run_1/final_clocks.png
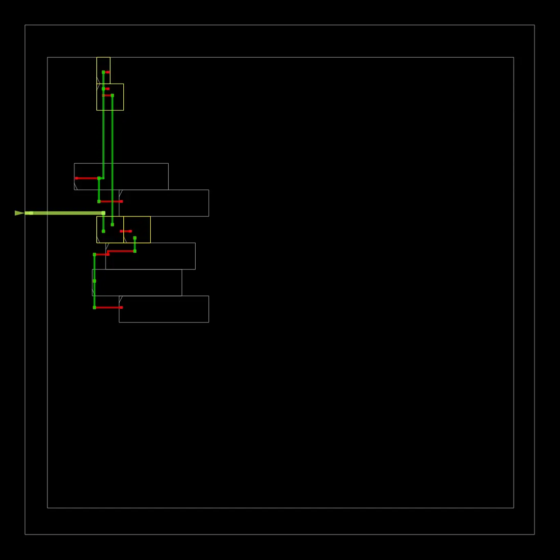
run_1/pdn.png
Scale: 8 px per um. Pins as bars on the die edge.
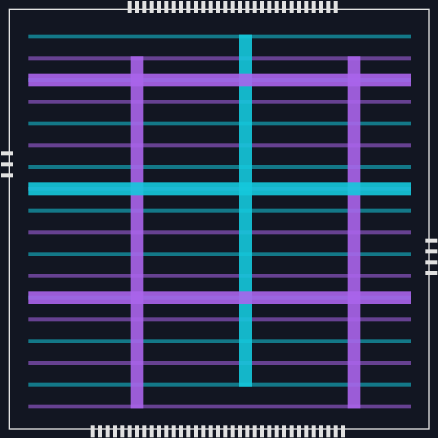
run_1/metal_stack.png
Scale: 10 px per um.
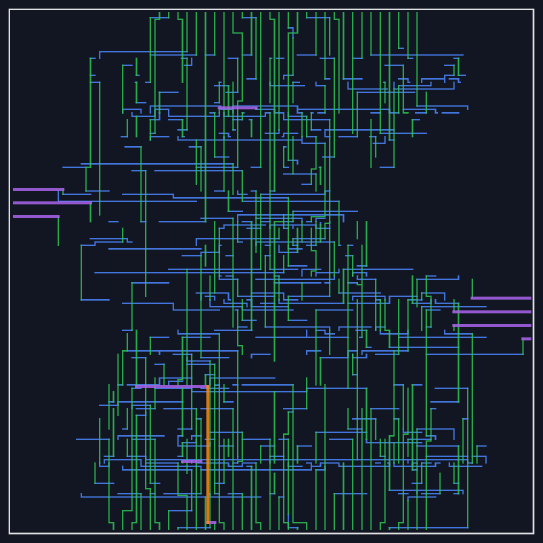
run_1/gate_families.png
Scale: 6 px per um.
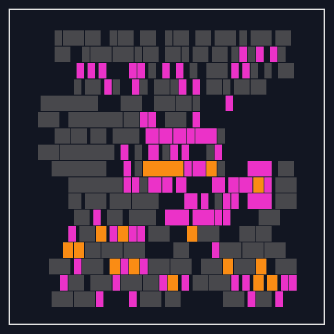
Design uart_wb_arbiter, sky130hd; sources not shown.
==> COMMIT_EDITMSG, run 1 <==
Log flow metrics for this revision

* Proportion of final cell area spent on non-clock buffers: 0.4469
* Clock buffer depth: 2
* Outcome: completed
- Commonest cells after routing, fill and taps aside: 56 x sky130_fd_sc_hd__nand2_1, 37 x sky130_fd_sc_hd__clkdlybuf4s50_1, 32 x sky130_fd_sc_hd__buf_4
- TritonCTS built the clock tree.
- Met3 routing resource usage after global routing: 0.01429
* Setup slack, reg-to-reg: 1.95 ns
- The worst setup path is captured at a primary output.
- In this run the number of cells on the critical path is 1.
- Number of inverters outside the clock class in the layout: 25
- Number of buffers inserted by post-CTS setup repair: 0
- Crit path kind: flop to primary output
- Area-dominant cell class after layout: non-clock buffers
- Buf+Inv Stages, Crit Path: 1
- Global route overflow: 0
- Per the timing report, the achievable frequency comes out to 365.9 MHz.
- For reference, the final report shows the max-slew violation count at 0.
- Endpoints failing hold: 0
- According to the floorplan report, the total die area is 2733 sq um.
* Signed area change from the synthesized netlist to the final layout: 83.22%
- Share of synthesized area occupied by flip-flops and latches: 0.1695
* Complex-gate fraction of the synthesized area: 0.1191
- Multi-input combinational cell area: 471.7 sq um
* Avg Inst Size Synth: 5.607 sq um
- First drt pass iteration count: 4
* Post-Synth XOR/XNOR Area: 0
- Area of the placeable core: 2212 sq um
- Clk sinks: 5
- Number of design rule violations left after detail routing: 0
* Antenna Diode Count: 0
- Via count of the first global-routing pass: 938
-- final_clocks.png (at the start) --
clock buf count: 4
number of buffers created by CTS: 3
Layout Skew: 0.002400 ns
layout sequential cell count: 5

-- pdn.png (at the start) --
Purple is VSS. Cyan is VDD.
71 signal pins sit on the boundary. 3 straps on met4. The core has 17 rows. 18 met1 rails follow the rows. 3 straps on met5.
width of the chip: 52.28 um

-- metal_stack.png (at the start) --
Purple is met3, wire length 51.8 um. Green is met2, wire length 1350 um. Blue is met1, wire length 1040 um. Orange is met4, wire length 13.6 um.
average detailed-routed wire length per instance: 10.89 um
routed wire length: 2.450 mm
via count: 998
global-route usage over all layers: 0.1891

-- gate_families.png (at the start) --
Magenta is NAND gates, cells 73, most used nand2_1. Orange is inverting AOI/OAI gates, cells 15, most used a21oi_1.
non-filler cells in the finished layout: 225
logic gate fraction of the total cell area: 0.3452

==> inputs of run 2 (changes only) <==
CORE_UTILIZATION = 30   (was 32)
PLACE_DENSITY = 0.85   (was 0.9)
clock period = 2.6 ns   (was 3.8 ns; I/O delays follow)
==> run 2 against run 1 <==
Against the previous run: global-route usage up 1.6 points; flip-flop count unchanged; worst setup slack worse by 0.73 ns; synthesized cell count unchanged; count of clock-buffer cells in the layout unchanged; critical path depth up 2; synthesized area unchanged; critical endpoint is now s_wb_clk; largest cell class unchanged; highest routed layer unchanged.
==> COMMIT_EDITMSG, run 2 <==
Log flow metrics for this revision

- The wire length reported by the detailed router was 2.756 mm (was 2.450 mm).
- Critical path depth in cells: 3 (was 1)
- The number of CTS-inserted buffers was 3 (unchanged).
* Setup slack, reg-to-reg: 0.90 ns (was 1.95 ns)
- The share of synthesized area occupied by flip-flops and latches came to 0.1695 (unchanged).
- Proportion of final cell area spent on non-clock buffers: 0.5726 (was 0.4469)
* Outcome: completed (unchanged)
- The deepest clock path buffer count was 2 (unchanged).
- Endpoints failing hold: 0 (unchanged)
- Met3 routing resource usage after global routing: 0.04167 (was 0.01429)
* Clk sinks: 5 (unchanged)
* Number of pins with negative max-slew slack in the final report: 0 (unchanged)
- Signed area change from the synthesized netlist to the final layout: 137.9% (was 83.22%)
* Global-route usage over all layers: 0.2051 (was 0.1891)
* Worst Setup End Kind: primary output (unchanged)
- The sequential cell count was 5 (unchanged).
* Number of design rule violations left after detail routing: 0 (unchanged)
- Global route overflow: 0 (unchanged)
- The synthesized area per cell is 5.607 sq um (unchanged).
- The detailed-routing iteration count for the pre-antenna-repair pass is 4 (unchanged).
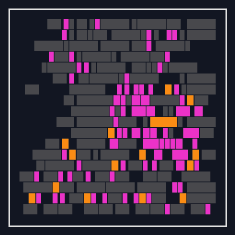
run_2/gate_families.png
Scale: 4 px per um.
logic gate fraction of the total cell area: 0.2659
non-filler cells in the finished layout: 228
most common library cell in the layout ignoring fill and taps: sky130_fd_sc_hd__nand2_1

==> inputs of run 3 (changes only) <==
PLACE_DENSITY = 0.77   (was 0.85)
==> run 3 against run 2 <==
Against the previous run: wire length decreased by 2.2%; die area stayed put; sequential share of layout area unchanged; global-route usage decreased by 1.8 points; synthesized cell count is the same; synthesized area stayed put; maximum frequency rose by 1.1%; flip-flop count unchanged.
==> COMMIT_EDITMSG, run 3 <==
Log flow metrics for this revision

- The area fraction in compound gates after synthesis is 0.1191 (unchanged).
* Worst Setup End Kind: primary output (unchanged)
- Layout Skew: 0.0005052 ns (was 0.002450 ns)
- Layout sequential cell count: 5 (unchanged)
- Logic gate fraction of the total cell area: 0.2659 (unchanged)
* Number of pins with negative max-slew slack in the final report: 0 (unchanged)
- Clk sinks: 5 (unchanged)
* Global route overflow: 0 (unchanged)
- The xor-xnor portion of the synthesized cell area was 0 (unchanged).
* First drt pass iteration count: 5 (was 4)
- Area of the chip: 2900 sq um (unchanged)
- The fmax came to 447.3 MHz (was 442.3 MHz).
* Clock buffer depth: 2 (unchanged)
- The total buffers and inverters traversed by the critical path came to 2 (was 1).
- The number of antenna cells inserted came to 0 (unchanged).
* Signed area change from the synthesized netlist to the final layout: 137.9% (unchanged)
- The inverter count was 25 (unchanged).
* Endpoints failing hold: 0 (unchanged)
- TritonCTS clock tree: yes (unchanged)
- The total of warnings raised by yosys is 0 (unchanged).
- The total area of multi-input combinational cells was 471.7 sq um (unchanged).
* Clock buf count: 4 (unchanged)
- The buffers inserted during post-CTS setup optimization came to 0 (unchanged).
* Area of the placeable core: 2410 sq um (unchanged)
* Setup slack, reg-to-reg: 0.92 ns (was 0.90 ns)
* Critical path depth in cells: 4 (was 3)
- Commonest cells after routing, fill and taps aside: 56 x sky130_fd_sc_hd__nand2_1, 36 x sky130_fd_sc_hd__clkdlybuf4s50_1, 32 x sky130_fd_sc_hd__buf_12 (unchanged)
- Avg Inst Size Synth: 5.607 sq um (unchanged)
- The critical path class is flop to primary output (unchanged).
* Proportion of final cell area spent on non-clock buffers: 0.5726 (unchanged)
- The post-route DRC violation count is 0 (unchanged).
- Cell with the largest stage delay on the worst path: sky130_fd_sc_hd__ha_1 (was sky130_fd_sc_hd__dfrtp_1)
- Outcome: completed (unchanged).
- Share of synthesized area occupied by flip-flops and latches: 0.1695 (unchanged)
* Most common library cells after synthesis: 56 x sky130_fd_sc_hd__nand2_1, 23 x sky130_fd_sc_hd__inv_1, 14 x sky130_fd_sc_hd__a21oi_1, 5 x sky130_fd_sc_hd__buf_2, 5 x sky130_fd_sc_hd__nand4_1 (unchanged)
- Area-dominant cell class after layout: non-clock buffers (unchanged)
* Width of the chip: 53.86 um (unchanged)
- The global-route met3 utilization was 0.01389 (was 0.04167).
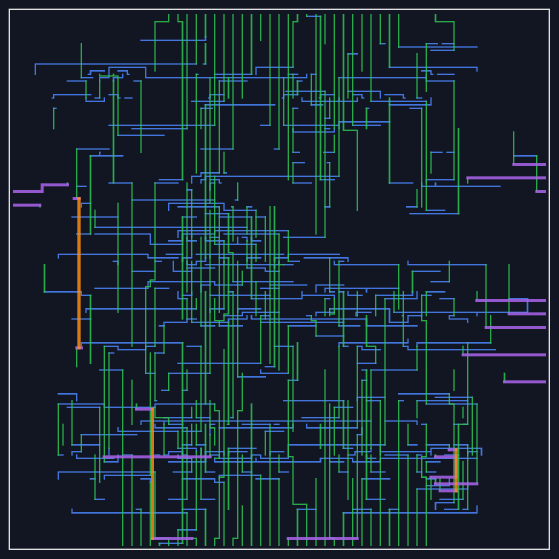
run_3/metal_stack.png
Scale: 10 px per um.
Purple is met3, wire length 84.9 um. Green is met2, wire length 1500 um. Blue is met1, wire length 1080 um. Orange is met4, wire length 32.0 um.
routed wire length: 2.696 mm
global-route usage over all layers: 0.1875
average detailed-routed wire length per instance: 11.82 um
via count: 1007

